$ cat src/rtl/keypad_defs.sv
// Shared FSM state encodings and width helpers for the keypad scanner.
package keypad_defs;
    localparam logic [1:0] ST_IDLE             = 2'd0;
    localparam logic [1:0] ST_DEBOUNCE_PRESS   = 2'd1;
    localparam logic [1:0] ST_PRESSED          = 2'd2;
    localparam logic [1:0] ST_DEBOUNCE_RELEASE = 2'd3;

    // Bits needed to index n items (at least one bit).
    function automatic int width_of(input int n);
        return (n < 2) ? 1 : $clog2(n);
    endfunction
endpackage

$ cat src/rtl/keypad_column_driver.sv
// Slot divider and one-hot-low column rotator; raises sample on the last cycle of
// each column slot and scan_complete on the sample of the final column.
module keypad_column_driver
    import keypad_defs::*;
#(
    parameter int COLS         = 4,
    parameter int SCAN_DIVIDER = 1000,
    localparam int COL_W       = width_of(COLS)
) (
    input  logic             clock,
    input  logic             reset,
    input  logic             scan_enable,
    output logic [COLS-1:0]  col_drive,
    output logic [COL_W-1:0] col_index,
    output logic             sample,
    output logic             scan_complete
);
    localparam int SLOT_W = width_of(SCAN_DIVIDER);
    localparam logic [SLOT_W-1:0] SLOT_LAST = SLOT_W'(SCAN_DIVIDER - 1);
    localparam logic [COL_W-1:0]  COL_LAST  = COL_W'(COLS - 1);

    logic              running;
    logic [SLOT_W-1:0] slot_count;

    always_ff @(posedge clock or posedge reset) begin
        if (reset) begin
            running    <= 1'b0;
            slot_count <= '0;
            col_index  <= '0;
        end else if (!scan_enable) begin
            running    <= 1'b0;
            slot_count <= '0;
            col_index  <= '0;
        end else begin
            running <= 1'b1;
            if (running) begin
                if (slot_count == SLOT_LAST) begin
                    slot_count <= '0;
                    col_index  <= (col_index == COL_LAST) ? '0 : col_index + 1'b1;
                end else begin
                    slot_count <= slot_count + 1'b1;
                end
            end
        end
    end

    assign sample        = running && scan_enable && (slot_count == SLOT_LAST);
    assign scan_complete = sample && (col_index == COL_LAST);

    always_comb begin
        col_drive = '1;
        if (running) col_drive[col_index] = 1'b0;
    end
endmodule

$ cat src/rtl/keypad_matrix_scanner.sv
// Keypad scanner: synchronises rows, builds a per-scan snapshot and debounces it over
// whole scans; key_valid pulses the cycle after the accepting scan completes.
module keypad_matrix_scanner
    import keypad_defs::*;
#(
    parameter int ROWS           = 4,
    parameter int COLS           = 4,
    parameter int SCAN_DIVIDER   = 1000,
    parameter int DEBOUNCE_SCANS = 4,
    localparam int CODE_W        = width_of(ROWS * COLS)
) (
    input  logic              clock,
    input  logic              reset,
    input  logic              scan_enable,
    input  logic [ROWS-1:0]   row_sense,
    output logic [COLS-1:0]   col_drive,
    output logic [CODE_W-1:0] key_code,
    output logic              key_valid,
    output logic              key_held,
    output logic              multi_key
);
    localparam int KEYS  = ROWS * COLS;
    localparam int COL_W = width_of(COLS);
    localparam int CNT_W = width_of(DEBOUNCE_SCANS + 1);
    localparam logic [CNT_W-1:0] CNT_LAST = CNT_W'(DEBOUNCE_SCANS - 1);

    logic [COL_W-1:0]  col_index;
    logic              sample;
    logic              scan_complete;
    logic [ROWS-1:0]   row_meta;
    logic [ROWS-1:0]   row_sync;
    logic [KEYS-1:0]   snapshot;
    logic [KEYS-1:0]   scan_bits;
    logic              any_hit;
    logic              many_hit;
    logic              single;
    logic [CODE_W-1:0] hit_code;
    logic [CODE_W-1:0] candidate;
    logic [CNT_W-1:0]  count;
    logic [1:0]        state;

    keypad_column_driver #(
        .COLS         (COLS),
        .SCAN_DIVIDER (SCAN_DIVIDER)
    ) u_cols (
        .clock         (clock),
        .reset         (reset),
        .scan_enable   (scan_enable),
        .col_drive     (col_drive),
        .col_index     (col_index),
        .sample        (sample),
        .scan_complete (scan_complete)
    );

    // Rows idle high through the pull-ups, so the synchroniser resets to all ones.
    always_ff @(posedge clock or posedge reset) begin
        if (reset) begin
            row_meta <= '1;
            row_sync <= '1;
        end else begin
            row_meta <= row_sense;
            row_sync <= row_meta;
        end
    end

    // Snapshot with the column currently being sampled merged in.
    always_comb begin
        scan_bits = snapshot;
        for (int k = 0; k < KEYS; k++) begin
            if (k % COLS == int'(col_index)) scan_bits[k] = ~row_sync[k / COLS];
        end
    end

    always_comb begin
        any_hit  = 1'b0;
        many_hit = 1'b0;
        hit_code = '0;
        for (int k = 0; k < KEYS; k++) begin
            if (scan_bits[k]) begin
                if (any_hit) many_hit = 1'b1;
                any_hit  = 1'b1;
                hit_code = CODE_W'(k);
            end
        end
    end

    assign single = any_hit && !many_hit;

    always_ff @(posedge clock or posedge reset) begin
        if (reset) begin
            state     <= ST_IDLE;
            count     <= '0;
            candidate <= '0;
            snapshot  <= '0;
            key_code  <= '0;
            key_valid <= 1'b0;
            key_held  <= 1'b0;
            multi_key <= 1'b0;
        end else begin
            key_valid <= 1'b0;
            if (!scan_enable) begin
                state     <= ST_IDLE;
                count     <= '0;
                candidate <= '0;
                snapshot  <= '0;
                key_held  <= 1'b0;
                multi_key <= 1'b0;
            end else begin
                if (sample) snapshot <= scan_bits;
                if (scan_complete) begin
                    multi_key <= many_hit;
                    case (state)
                        ST_IDLE: begin
                            if (single) begin
                                candidate <= hit_code;
                                if (DEBOUNCE_SCANS == 1) begin
                                    state     <= ST_PRESSED;
                                    count     <= '0;
                                    key_code  <= hit_code;
                                    key_valid <= 1'b1;
                                    key_held  <= 1'b1;
                                end else begin
                                    state <= ST_DEBOUNCE_PRESS;
                                    count <= CNT_W'(1);
                                end
                            end
                        end
                        ST_DEBOUNCE_PRESS: begin
                            if (single && hit_code == candidate) begin
                                if (count == CNT_LAST) begin
                                    state     <= ST_PRESSED;
                                    count     <= '0;
                                    key_code  <= candidate;
                                    key_valid <= 1'b1;
                                    key_held  <= 1'b1;
                                end else begin
                                    count <= count + 1'b1;
                                end
                            end else begin
                                state <= ST_IDLE;
                                count <= '0;
                            end
                        end
                        ST_PRESSED: begin
                            // Extra keys are ignored until everything is released.
                            if (!any_hit) begin
                                if (DEBOUNCE_SCANS == 1) begin
                                    state    <= ST_IDLE;
                                    key_held <= 1'b0;
                                end else begin
                                    state <= ST_DEBOUNCE_RELEASE;
                                    count <= CNT_W'(1);
                                end
                            end
                        end
                        ST_DEBOUNCE_RELEASE: begin
                            if (!any_hit) begin
                                if (count == CNT_LAST) begin
                                    state    <= ST_IDLE;
                                    count    <= '0;
                                    key_held <= 1'b0;
                                end else begin
                                    count <= count + 1'b1;
                                end
                            end else begin
                                state <= ST_PRESSED;
                                count <= '0;
                            end
                        end
                        default: state <= ST_IDLE;
                    endcase
                end
            end
        end
    end
endmodule

$ cat config.mk
export PLATFORM = sky130hd
export DESIGN_NAME = keypad_matrix_scanner
export DESIGN_NICKNAME = d
export VERILOG_FILES = /design/src/rtl/keypad_defs.sv /design/src/rtl/keypad_column_driver.sv /design/src/rtl/keypad_matrix_scanner.sv
export SDC_FILE = /design/constraint.sdc
export NUM_CORES = 1
export LEC_CHECK = 0
export CAP_MARGIN = 20
export CORE_MARGIN = 2
export CORE_UTILIZATION = 45
export DETAILED_ROUTE_END_ITERATION = 8
export PLACE_DENSITY = 0.68
export SLEW_MARGIN = 20
export SYNTH_ARGS = -nofsm -noshare
export SYNTH_HDL_FRONTEND = slang
export SYNTH_SLANG_ARGS = --single-unit
$ cat constraint.sdc
create_clock -name clock -period 4.03 [get_ports clock]
set_clock_uncertainty 0.1 [all_clocks]
set_input_delay 0.806 -clock clock [delete_from_list [all_inputs] [get_ports clock]]
set_output_delay 0.806 -clock clock [all_outputs]
set_load 0.02 [all_outputs]
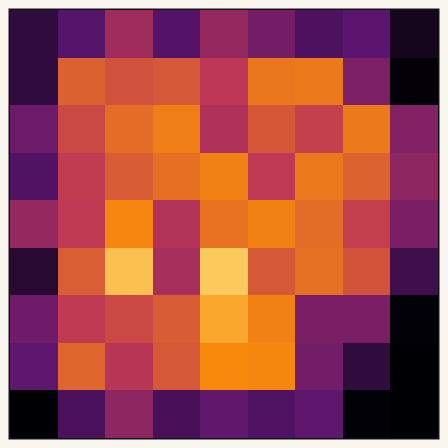
*Local utilization*
The die is cut into 9 by 9 equal tiles; black is low, pale yellow is high, 0 to 100% covered.
mean over tiles	44%
nearly empty tiles	7.4%
densest ninth of the die	center

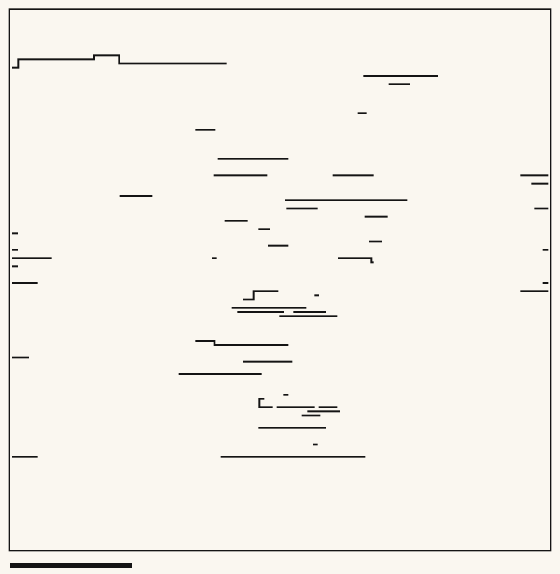
*The metal 3 layer*
Scale bar: 20 um.
longest straight run	23.5 um
nets with wire on the layer	37

==> results.tsv <==
metric	value	unit
max FFs per register	16	
count of tool warnings	29	
Iter 0 DRT Violations	210	
result of the run	completed	
initial antenna violation count	0	
cell leakage power	1.47	nW
number of maximum-capacitance violations	0	
Remaining DRCs	0	
post-place setup slack	0.278	ns
sum of negative setup slack	0	ns
highest-count cells in the layout ignoring fill and taps	nor2_1, dfrtp_1, nand2_1	
CTS sink count	53	
sequential share of the synthesized area	41.4	%
Die Footprint	7870	um^2
yosys stat chip area	3230	um^2
most numerous cell on the critical path	nor4_4	
fraction of final layout cells with drive strength greater than 1	11.9	%
tally of nets with antenna violations remaining after routing	0	
cells traversed along the worst timing path	inv_1, ha_1, nand2b_1, o211ai_1, nor4_4, a31oi_1, nor4_4, nand3_2, nor4_4, mux2i_1, nor2_1	
proportion of cell area occupied by registers	37.2	%
total detailed-routing wirelength	7490	um
estimated wirelength of the detail-placed design	5250	um
slowest stage delay, CP	0.47	ns
maximum number of pins on one net before global-route repair	54	
first-pass iteration count of the detailed router	4	
crit path max fanout	13	
number of logic gates	278	
most instantiated flip-flop cell in the synthesis netlist	dfrtp_1	
vias post-DR	2720	
top cell types by occurrence after synthesis	nor2_1, dfrtp_1, nand2_1	
sum of buffers and inverters on the critical path	1	
clock slew at reported path FFs	0.09	ns
layout overhead on the synthesized area	11.4	%
family with the most delay on the worst path	simple AND/OR/NAND/NOR gates	
area share of xor/xnor cells in the synthesized design	2.71	%
fraction of the cycle the final worst path needs	89.3	%
num sequential	53	
number of nets at floorplan	377	
# rows	30	
proportion of synthesized area in mux cells	1.71	%
Compound-Gate Fraction of Synth Area	21.7	%
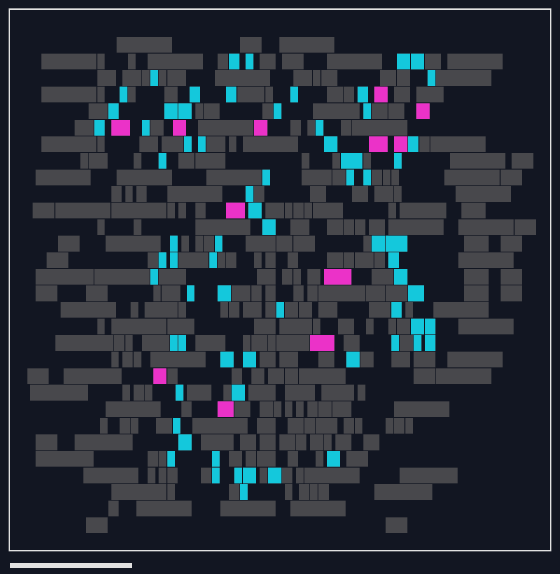
*Gate-type map*
Scale bar: 20 um.
color	family	cells	most used
magenta	AND and OR gates	12	or3_1
cyan	NAND gates	69	nand2_1
Non-Filler Instances: 474
share of the final layout cell area in multi-input gates: 49.0%
highest-count logic cell in the final layout: nor2_1

-- metrics by stage --
stage	hold WS (ns)	total power, W
2_1_floorplan	0.245	0.000603
6_report	0.260	0.000954
3_5_place_dp	0.248	0.000626
4_1_cts	0.262	0.000966
5_1_grt	0.267	0.000997
3_3_place_gp	0.246	0.000625
-- power groups by stage --
| stage | Sequential (W) | Combinational (W) | Clock (W) |
|---|---|---|---|
| after floorplan | 0.000553 | 0.0000493 | 0 |
| final | 0.000552 | 0.0000648 | 0.000338 |
| after global routing | 0.000553 | 0.0000730 | 0.000370 |
| after CTS | 0.000552 | 0.0000643 | 0.000350 |
| after detailed placement | 0.000562 | 0.0000642 | 0 |
| after global placement | 0.000562 | 0.0000632 | 0 |
-- per-layer routing --
layer	vias to the layer above	routed length, um	GRT usage, %	share of wire (%)
met5	-	0	0	0
met4	0	159	6.89	2.1
met3	16	299	3.54	4.0
met2	74	3360	32.0	45
met1	1295	3660	30.9	49
li1	1335	-	-	-
-- path summary, 6_finish.rpt --
check                                                 from                        to  slack, ns  depth (start not counted)
hold reg to reg                      row_meta[0]$_DFF_PP1_     row_sync[0]$_DFF_PP1_       0.26                          0
setup / recovery           u_cols.col_index[0]$_DFFE_PP0P_  candidate[1]$_DFFE_PP0P_       0.43                         11
max in group asynchronous                            reset  snapshot[13]$_DFFE_PP0P_       2.42                          2
min in group asynchronous                            reset   key_code[2]$_DFFE_PP0P_       0.88                          2
hold / removal                       row_meta[0]$_DFF_PP1_     row_sync[0]$_DFF_PP1_       0.26                          0
setup reg to reg           u_cols.col_index[0]$_DFFE_PP0P_  candidate[1]$_DFFE_PP0P_       0.43                         11
Power and IR drop assume default switching activity.
